**config.mk**
```make
export PLATFORM = sky130hd
export DESIGN_NAME = pc_sequencer_module
export DESIGN_NICKNAME = d
export VERILOG_FILES = /design/src/rtl/pc_seq_pkg.sv /design/src/rtl/pc_sequencer_module_ras.sv /design/src/rtl/pc_sequencer_module.sv
export SDC_FILE = /design/constraint.sdc
export NUM_CORES = 1
export LEC_CHECK = 0
export ABC_AREA = 1
export CORE_MARGIN = 1.5
export CORE_UTILIZATION = 38
export CTS_BUF_LIST = sky130_fd_sc_hd__clkbuf_8
export DETAILED_ROUTE_END_ITERATION = 10
export PLACE_DENSITY = 0.64
export SLEW_MARGIN = 20
export SYNTH_ARGS = -nofsm -noshare
export SYNTH_HDL_FRONTEND = slang
export SYNTH_SLANG_ARGS = --single-unit
```
**constraint.sdc**
```tcl
create_clock -name clk -period 6.1 [get_ports clk]
set_input_delay 1.22 -clock clk [delete_from_list [all_inputs] [get_ports clk]]
set_output_delay 1.22 -clock clk [all_outputs]
set_load 0.01 [all_outputs]
```
**src/rtl/pc_seq_pkg.sv**
```systemverilog
// Shared types and constants for the PC control sequencer.
// Holds the state encoding, default widths and select-vector bit positions.
package pc_seq_pkg;

    localparam int PC_W_DEF  = 11;
    localparam int OFS_W_DEF = 10;
    localparam int DEPTH_DEF = 8;

    // One bit per PC mux select; all zero means plain increment.
    localparam int SEL_W    = 3;
    localparam int SEL_LOAD = 0;
    localparam int SEL_BSR  = 1;
    localparam int SEL_RET  = 2;

    typedef enum logic [1:0] {
        ST_IDLE  = 2'd0,
        ST_SETUP = 2'd1,
        ST_STEP  = 2'd2,
        ST_FAULT = 2'd3
    } seq_state_e;

endpackage

```
**src/rtl/pc_sequencer_module_ras.sv**
```systemverilog
// Return-address stack: DEPTH x PC_W storage with an occupancy counter.
// Pushes and pops are ignored when full or empty respectively; rdata_top is combinational.
module ras_stack_module #(
    parameter int PC_W  = 11,
    parameter int DEPTH = 8
) (
    input  logic                         clk,
    input  logic                         rst_n,
    input  logic                         push,
    input  logic                         pop,
    input  logic [PC_W-1:0]              wdata,
    output logic [PC_W-1:0]              rdata_top,
    output logic                         full,
    output logic                         empty,
    output logic [$clog2(DEPTH+1)-1:0]   sp
);

    localparam int SPW = $clog2(DEPTH + 1);
    localparam int AW  = (DEPTH > 1) ? $clog2(DEPTH) : 1;

    logic [PC_W-1:0] mem_q [DEPTH];
    logic [SPW-1:0]  sp_q, sp_d;
    logic [SPW-1:0]  top_idx;

    assign full      = (sp_q == SPW'(DEPTH));
    assign empty     = (sp_q == '0);
    assign top_idx   = sp_q - SPW'(1);
    // Only meaningful when not empty; the caller checks empty first.
    assign rdata_top = mem_q[top_idx[AW-1:0]];
    assign sp        = sp_q;

    always_comb begin
        sp_d = sp_q;
        if (push && !full) begin
            sp_d = sp_q + SPW'(1);
        end else if (pop && !empty) begin
            sp_d = sp_q - SPW'(1);
        end
    end

    always_ff @(posedge clk or negedge rst_n) begin
        if (!rst_n) begin
            sp_q <= '0;
        end else begin
            sp_q <= sp_d;
        end
    end

    always_ff @(posedge clk) begin
        if (push && !full) begin
            mem_q[sp_q[AW-1:0]] <= wdata;
        end
    end

endmodule

```
**src/rtl/pc_sequencer_module.sv**
```systemverilog
// Sequencer driving the PC block: captures one decoded op in IDLE, then SETUP, then a one-cycle STEP strobe.
// Selects are registered at capture so they settle a full cycle before pc_step; overflow/underflow park it in FAULT.
module pc_sequencer_module
    import pc_seq_pkg::*;
#(
    parameter int PC_W  = PC_W_DEF,
    parameter int OFS_W = OFS_W_DEF,
    parameter int DEPTH = DEPTH_DEF
) (
    input  logic                        clk,
    input  logic                        rst_n,
    input  logic                        run,
    input  logic                        mem_ready,
    input  logic                        op_jump,
    input  logic                        op_bsr,
    input  logic                        op_ret,
    input  logic [PC_W-1:0]             jump_addr,
    input  logic [OFS_W-1:0]            bsr_ofs,
    input  logic [PC_W-1:0]             pc_q,
    output logic                        pc_step,
    output logic                        pc_load,
    output logic                        pc_is_bsr,
    output logic                        pc_is_ret,
    output logic [PC_W-1:0]             pc_d,
    output logic [OFS_W-1:0]            pc_s,
    output logic [PC_W-1:0]             pc_stack_in,
    output logic [$clog2(DEPTH+1)-1:0]  sp,
    output logic                        overflow,
    output logic                        underflow,
    output logic                        halted
);

    seq_state_e        state_q, state_d;
    logic [SEL_W-1:0]  sel_q, sel_d;
    logic [PC_W-1:0]   jmp_q, jmp_d;
    logic [OFS_W-1:0]  ofs_q, ofs_d;
    logic [PC_W-1:0]   ret_addr_q, ret_addr_d;
    logic              ovf_q, ovf_d;
    logic              unf_q, unf_d;
    logic              step_q, step_d;
    logic              halted_q, halted_d;

    logic              ras_push, ras_pop;
    logic              ras_full, ras_empty;
    logic [PC_W-1:0]   ras_top;

    ras_stack_module #(
        .PC_W  (PC_W),
        .DEPTH (DEPTH)
    ) u_ras (
        .clk       (clk),
        .rst_n     (rst_n),
        .push      (ras_push),
        .pop       (ras_pop),
        .wdata     (pc_q + PC_W'(1)),
        .rdata_top (ras_top),
        .full      (ras_full),
        .empty     (ras_empty),
        .sp        (sp)
    );

    always_comb begin
        state_d    = state_q;
        sel_d      = sel_q;
        jmp_d      = jmp_q;
        ofs_d      = ofs_q;
        ret_addr_d = ret_addr_q;
        ovf_d      = ovf_q;
        unf_d      = unf_q;
        ras_push   = 1'b0;
        ras_pop    = 1'b0;

        unique case (state_q)
            ST_IDLE: begin
                if (run && mem_ready) begin
                    state_d = ST_SETUP;
                    sel_d   = '0;
                    // Priority bsr > ret > jump mirrors the PC block's own mux.
                    if (op_bsr) begin
                        if (ras_full) begin
                            ovf_d   = 1'b1;
                            state_d = ST_FAULT;
                            sel_d   = sel_q;
                        end else begin
                            ras_push       = 1'b1;
                            ofs_d          = bsr_ofs;
                            sel_d[SEL_BSR] = 1'b1;
                        end
                    end else if (op_ret) begin
                        if (ras_empty) begin
                            unf_d   = 1'b1;
                            state_d = ST_FAULT;
                            sel_d   = sel_q;
                        end else begin
                            ras_pop        = 1'b1;
                            ret_addr_d     = ras_top;
                            sel_d[SEL_RET] = 1'b1;
                        end
                    end else if (op_jump) begin
                        jmp_d           = jump_addr;
                        sel_d[SEL_LOAD] = 1'b1;
                    end
                end
            end
            ST_SETUP: state_d = ST_STEP;
            ST_STEP:  state_d = ST_IDLE;
            ST_FAULT: state_d = ST_FAULT;
            default:  state_d = ST_IDLE;
        endcase

        step_d   = (state_d == ST_STEP);
        halted_d = (state_d == ST_FAULT);
    end

    always_ff @(posedge clk or negedge rst_n) begin
        if (!rst_n) begin
            state_q    <= ST_IDLE;
            sel_q      <= '0;
            jmp_q      <= '0;
            ofs_q      <= '0;
            ret_addr_q <= '0;
            ovf_q      <= 1'b0;
            unf_q      <= 1'b0;
            step_q     <= 1'b0;
            halted_q   <= 1'b0;
        end else begin
            state_q    <= state_d;
            sel_q      <= sel_d;
            jmp_q      <= jmp_d;
            ofs_q      <= ofs_d;
            ret_addr_q <= ret_addr_d;
            ovf_q      <= ovf_d;
            unf_q      <= unf_d;
            step_q     <= step_d;
            halted_q   <= halted_d;
        end
    end

    assign pc_step     = step_q;
    assign pc_load     = sel_q[SEL_LOAD];
    assign pc_is_bsr   = sel_q[SEL_BSR];
    assign pc_is_ret   = sel_q[SEL_RET];
    assign pc_d        = jmp_q;
    assign pc_s        = ofs_q;
    assign pc_stack_in = ret_addr_q;
    assign overflow    = ovf_q;
    assign underflow   = unf_q;
    assign halted      = halted_q;

endmodule
```
==> run_1/layer_met1.png <==
Bar = 50 µm.
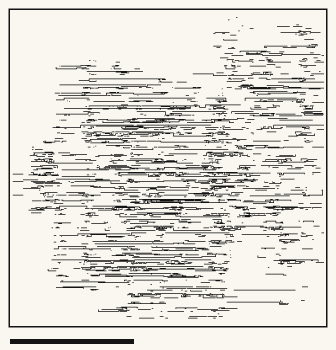
wire length on this layer: 6060 µm
nets with wire on the layer: 650
share of all routed wire: 44%
longest straight run: 51.1 µm

==> run_1/layer_met2.png <==
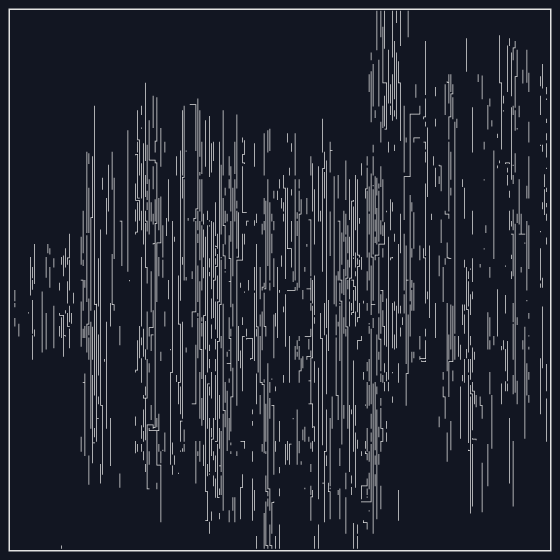
share of all routed wire: 46%
longest straight run: 50.0 µm
main direction: vertical

==> run_1/layer_met3.png <==
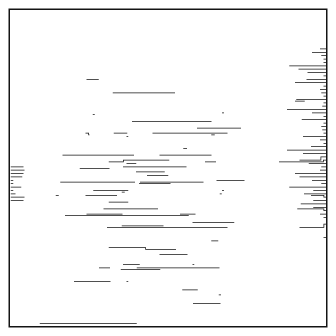
longest straight run: 49.7 µm
nets with wire on the layer: 96
wire length on this layer: 1070 µm
share of all routed wire: 7.7%

==> run_1/congestion.png <==
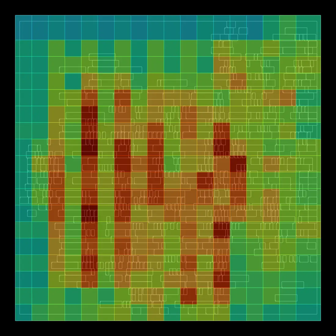
grt met1 use: 0.229
global routing usage summed across all routing layers: 0.180

==> run 1: layer usage <==
metal | part of all wire | track usage
met1 | 0.44 | 0.229
met5 | 0 | 0
met4 | 0.025 | 0.102
met3 | 0.077 | 0.0456
met2 | 0.46 | 0.281
==> run 1: kinds of logic after synthesis <==
kind of cell    Yosys count  share of synthesized area
buf+inv                  91                     0.0696
fa+ha+maj                 4                    0.00848
simple gates            352                      0.256
xor+xnor                 10                     0.0161
flops                   133                      0.639
compound gates           13                     0.0110
==> run 1: power breakdown <==
group	total [mW]	switching (mW)	internal [mW]
combinational	1.18	0.731	0.446
sequential	1.18	0.0946	1.09
clock	0.809	0.344	0.465
==> PnR_summary.wiki, run 1 <==
=== Synthesis and place and route ===
{| class="wikitable"
! Metric !! Value
|-
| End of the worst register-to-register path || u_ras.mem_q[6][3]
|-
| Tapcells inserted || between 150 and 200
|-
| Distinct cells, synth || 29
|-
| Max FO, Critical Path || 60
|-
| Data required, critical path || around 4.9 ns
|-
| Count leader, synth || sky130_fd_sc_hd__nand2_1
|-
| Final Max Tran Viols || 0
|-
| Instance count of the mapped netlist || roughly 600
|-
| Power per unit of standard cell area || approximately 440 nW/µm²
|-
| Maximum Capacitance Violations || 0
|-
| Worst min-delay path endpoint || pc_s[3]
|-
| Count of inserted antenna diode cells || 0
|-
| Cell type with the largest total area after synthesis || sky130_fd_sc_hd__edfxtp_1
|-
| Fraction of area in registers || 0.518
|-
| FFs & Latches || 133
|-
| Number of top-level pins || 82
|-
| Placement Rows || roughly 45
|-
| Number of warning messages in the logs || 28
|-
| Layout cells sized above 1 || 0.0793
|-
| Result of the run || complete, no violations
|-
| Buffer-and-inverter tally for the worst setup path || 2
|-
| Clock buf count || 19
|-
| Maximum level of the CTS H-tree || 4
|-
| Register share after synthesis || 0.639
|-
| Async set or reset register ratio after synthesis || 0.338
|-
| Place WS || 2.32 ns
|-
| Number of global-route vias before repair || around 4200
|-
| Port Buffer Count || ~81
|-
| Global route overflow || 0
|-
| Combinational Gates || 379
|-
| Capturing element type of the critical path || output port
|-
| Post_cts resized || 0
|-
| Logic area || 1750 µm²
|-
| End point of the critical path || sp[0]
|-
| Type of the setup path with the least slack || reg2out
|-
| Chip area || 16300 µm²
|-
| Yosys synthesis chip area || roughly 6000 µm²
|-
| Leakage power summed over all cells || about 3.2 nW
|-
| Wirelength, routed || 13.8 mm
|-
| Synth Register Bits || 133
|-
| Placed Cells || 850
|-
| Final hold viol count || 0
|-
| Hold path cells || 2
|-
| Share of cell area taken by multi-input logic gates || 0.240
|-
| Most common library cell in the layout ignoring fill and taps || sky130_fd_sc_hd__nand2_1
|-
| Post-route setup slack || 2.88 ns
|-
| Transition time at the pin with the least slew margin || 1.12 ns
|-
| Number of flip-flops in the largest register || around 88
|-
| Hold slack final || between 0.4 and 0.5 ns
|-
| Critical-path cell with the highest stage delay || sky130_fd_sc_hd__clkdlybuf4s50_1
|-
| Final period util || 0.528
|-
| Top cell class by occupied area || sequential cells
|-
| Critical hold path startpoint || pc_s[3]
|-
| Arrival @ worst endpoint || ~2 ns
|-
| Class of the tightest hold or removal check || reg2reg
|-
| Floorplan die height || 128 µm
|-
| Clock latency on the worst-skew pair || between 0.4 and 0.5 ns
|-
| Fmax || slightly above 300 MHz
|-
| # Cells Yosys || ~600
|-
| Via/cell ratio || roughly 4.7
|-
| Synthesized area per cell || roughly 9.8 µm²
|-
| Number of buffers added for setup after CTS || 0
|-
| Setup repair after global routing missed its margin || no
|-
| Total clock buffers created by CTS || 17
|-
| Nature of the critical path startpoint || flip-flop
|-
| Filler cell count || 1358
|-
| Layout Area Growth over Synthesis || 23.3%
|-
| Pre-Place Util || 0.388
|-
| Non-clock buffering overhead in the final layout || 0.115
|-
| Number of gates on the worst path with buffers counted || 2
|-
| Critical register-to-register path startpoint || u_ras.sp[1]
|-
| Placed instance area || between 6000 and 7000 µm²
|-
| Final setup TNS || 0 ns
|-
| Time the final worst path needs with I/O delays and setup || about 3.2 ns
|-
| Clock Pin Slew Worst Setup and Hold Paths || around 0.07 ns
|-
| Number of nets in the final layout || between 700 and 800
|-
| Number of buffers added to fix hold violations after cts || 0
|-
| Maximum number of pins on one net before global-route repair || just over 60
|-
| Number of antenna-violating nets in the routed design || 0
|-
| Routed via count || roughly 4200
|-
| Final clock-cell share || 0.0607
|-
| Top cells by area || sky130_fd_sc_hd__edfxtp_1 45%, sky130_fd_sc_hd__dfrtp_1 19%, sky130_fd_sc_hd__nand2_1 16%
|-
| Util after Layout || 0.479
|-
| Top cells by instance count after synthesis || 244 x sky130_fd_sc_hd__nand2_1, 88 x sky130_fd_sc_hd__edfxtp_1, 60 x sky130_fd_sc_hd__inv_1, 52 x sky130_fd_sc_hd__nand3_1, 45 x sky130_fd_sc_hd__dfrtp_1
|-
| Hpwl dp || 9.24 mm
|-
| Routed len/inst || 15.7 µm
|-
| Clock tree from TritonCTS || yes
|-
| Worst setup path startpoint || u_ras.sp[0]
|-
| DRC marker count from the first detailed-route iteration || roughly 350
|-
| Worst reg2reg setup slack || about 3.1 ns
|-
| Number of cells in the finished layout apart from fillers || a little under 900
|-
| Floorplan Core Area || roughly 15000 µm²
|-
| Rel. slew slack || 0.247
|-
| Dominant cell area share || 0.448
|-
| Largest stage delay, worst path || a little under 0.7 ns
|-
| Total setup violations reported at the end of the flow || 0
|-
| Routability-driven placement congestion ratio || ~0.8
|-
| Cell type group with the largest total delay on the critical path || buffers and inverters
|-
| Number of antenna violations at the first check in global routing || 0
|-
| Horizontal die dimension || approximately 130 µm
|-
| Number of logic inverters in the finished layout || roughly 65
|-
| Cells on worst reg2reg path || 8
|-
| Non-Clock Buffer Count || ~85
|-
| Most frequently placed logic cells in the final layout || 244 x sky130_fd_sc_hd__nand2_1, 88 x sky130_fd_sc_hd__edfxtp_1, 80 x sky130_fd_sc_hd__clkdlybuf4s50_1
|-
| Maximum resistive drop on vdd || roughly 250 µV
|-
| Floorplan net count || ~650
|-
| Most instantiated flip-flop cell in the synthesis netlist || sky130_fd_sc_hd__edfxtp_1
|-
| Sequential cell area || approximately 3800 µm²
|-
| Bufs on Longest Clock Path || 2
|-
| # clock sinks || 133
|-
| Syn. warnings || 0
|-
| Post-synthesis cell area || 5900 µm²
|-
| Flip-flops with a built-in enable || around 90
|-
| Clock root buffer || sky130_fd_sc_hd__clkbuf_8
|-
| Skew final || just over 0.01 ns
|-
| Wire length of the first global-routing pass || ~22 mm
|-
| Sequence of cells on the critical path || buf_4, clkdlybuf4s50_1
|-
| Final design instance area without fill || 7270 µm²
|-
| Post-route DRC || 0
|-
| Total power consumption of the routed design || around 3.2 mW
|-
| Number of optimization iterations in the first detailed-route pass || 5
|}
==> run 1 -> run 2 <==
==> constraint.sdc (replaced) <==
create_clock -name clk -period 3.19 [get_ports clk]
set_input_delay 0.638 -clock clk [delete_from_list [all_inputs] [get_ports clk]]
set_output_delay 0.638 -clock clk [all_outputs]
set_load 0.01 [all_outputs]
==> run_2/layer_met1.png <==
Bar = 50 µm.
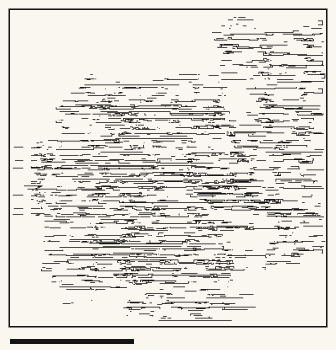
wirelength, routed: 13.2 mm
grt met1 use: 0.224
routed via count: 4260

==> run 2 against run 1 <==
  * Setup slack got worse by 2.3 ns
  * Non-clock buffer count up 11
  * Area after synthesis unchanged
  * Largest power group unchanged
  * Critical endpoint unchanged
  * Sequential cell count unchanged
  * Core utilization up 0.44 points
  * Wire length down 4.2%
  * Clock power rose by 94%
  * First-iteration DRC count shrank 8.9%
  * Design area increased by 0.91%
==> PnR_summary.wiki, run 2 <==
=== Synthesis and place and route ===
{| class="wikitable"
! Metric !! Value
|-
| Non-clock buffering overhead in the final layout || 0.125
|-
| Layout cells sized above 1 || 0.0922
|-
| Clock tree from TritonCTS || yes
|-
| Floorplan net count || roughly 650
|-
| Number of nets in the final layout || roughly 740
|-
| Maximum number of pins on one net before global-route repair || between 60 and 70
|-
| Total setup violations reported at the end of the flow || 0
|-
| Number of logic inverters in the finished layout || about 65
|-
| Util after Layout || 0.483
|-
| Compound Share, Synth || 0.0110
|-
| Largest stage delay, worst path || about 0.67 ns
|-
| Post-route DRC || 0
|-
| Max FO, Critical Path || about 60
|-
| DRC marker count from the first detailed-route iteration || around 320
|-
| Fraction of area in registers || 0.513
|-
| Final design instance area without fill || 7340 µm²
|-
| Syn. warnings || 0
|-
| Synthesized area per cell || between 9 and 10 µm²
|-
| Place WS || 0.574 ns
|-
| FFs & Latches || between 100 and 150
|-
| Parity-gate share of the synthesized area counting xor and xnor cells || 0.0161
|-
| Total power consumption of the routed design || around 6 mW
|-
| Most frequently placed logic cells in the final layout || 244 x sky130_fd_sc_hd__nand2_1, 88 x sky130_fd_sc_hd__edfxtp_1, 80 x sky130_fd_sc_hd__clkdlybuf4s50_1
|-
| Non-Clock Buffer Count || approximately 96
|-
| Placed instance area || approximately 6900 µm²
|-
| Yosys synthesis chip area || 5900 µm²
|-
| Capturing element type of the critical path || output port
|-
| Bufs on Longest Clock Path || 2
|-
| Flip-flops with a built-in enable || 88
|-
| Power per unit of standard cell area || between 800 and 900 nW/µm²
|-
| Synthesized-area fraction occupied by adder cells || 0.00848
|-
| Instance count of the mapped netlist || 603
|-
| Synth Register Bits || between 100 and 150
|-
| Buffer-and-inverter tally for the worst setup path || 2
|-
| Post-route setup slack || roughly 0.56 ns
|-
| Number of antenna violations at the first check in global routing || 0
|-
| Pre-Place Util || 0.388
|-
| End point of the critical path || sp[0]
|-
| Final clock-cell share || 0.0615
|-
| Arrival @ worst endpoint || 1.99 ns
|-
| Register share after synthesis || 0.639
|-
| Number of global-route vias before repair || approximately 4200
|-
| Clock Pin Slew Worst Setup and Hold Paths || 0.08 ns
|-
| Hold slack final || approximately 0.18 ns
|-
| Rel. slew slack || 0.444
|-
| Number of buffers added for setup after CTS || 0
|-
| Floorplan die height || roughly 130 µm
|-
| Worst setup path startpoint || u_ras.sp[0]
|-
| Cells on worst reg2reg path || 7
|-
| Result of the run || complete, no violations
|-
| Horizontal die dimension || about 130 µm
|-
| Final setup TNS || 0 ns
|-
| Layout Area Growth over Synthesis || 24.4%
|-
| Global routing usage summed across all routing layers || 0.173
|-
| Post_cts resized || 0
|-
| Final hold viol count || 0
|-
| Fmax || between 300 and 400 MHz
|-
| Cell type group with the largest total delay on the critical path || buffers and inverters
|-
| Number of optimization iterations in the first detailed-route pass || 5
|-
| Type of the setup path with the least slack || reg2out
|-
| Maximum level of the CTS H-tree || 4
|-
| Transition time at the pin with the least slew margin || ~0.83 ns
|-
| Time the final worst path needs with I/O delays and setup || between 2 and 3 ns
|-
| Sequential cell area || 3770 µm²
|-
| Wire length of the first global-routing pass || ~21 mm
|-
| Data required, critical path || 2.55 ns
|-
| Worst reg2reg setup slack || 0.75 ns
|-
| Total clock buffers created by CTS || 17
|-
| Chip area || approximately 16000 µm²
|-
| Routability-driven placement congestion ratio || between 0.7 and 0.8
|-
| Routed len/inst || 14.8 µm
|-
| Skew final || around 0.012 ns
|-
| Post-synthesis cell area || 5900 µm²
|}
[run 2: cell counts after synthesis]
Identical to the previous run, type by type.
[run 2: worst min path at each step]
stage | cells past startpoint | end | startpoint
finish | 1 | overflow | rst_n
global route | 1 | overflow | rst_n
CTS | 1 | overflow | rst_n
detailed placement | 2 | overflow | overflow
global placement | 2 | overflow | overflow
floorplan | 0 | halted | rst_n
[run 2: where the power goes]
part	switching [mW]	leakage [nW]	internal [mW]	total, mW
registers	0.170	1.36	2.08	2.25
logic	1.35	1.68	0.864	2.22
clock network	0.658	0.236	0.916	1.57
[run 2: metal layers]
metal | up-vias | track usage | routed length (µm)
li1 | 2101 | - | -
met1 | 1956 | 0.224 | 5880
met2 | 172 | 0.272 | 6050
met3 | 31 | 0.0385 | 861
met4 | 0 | 0.0945 | 461
met5 | - | 0 | 0
Power figures rest on the tool's default switching activity, not on a simulated workload.
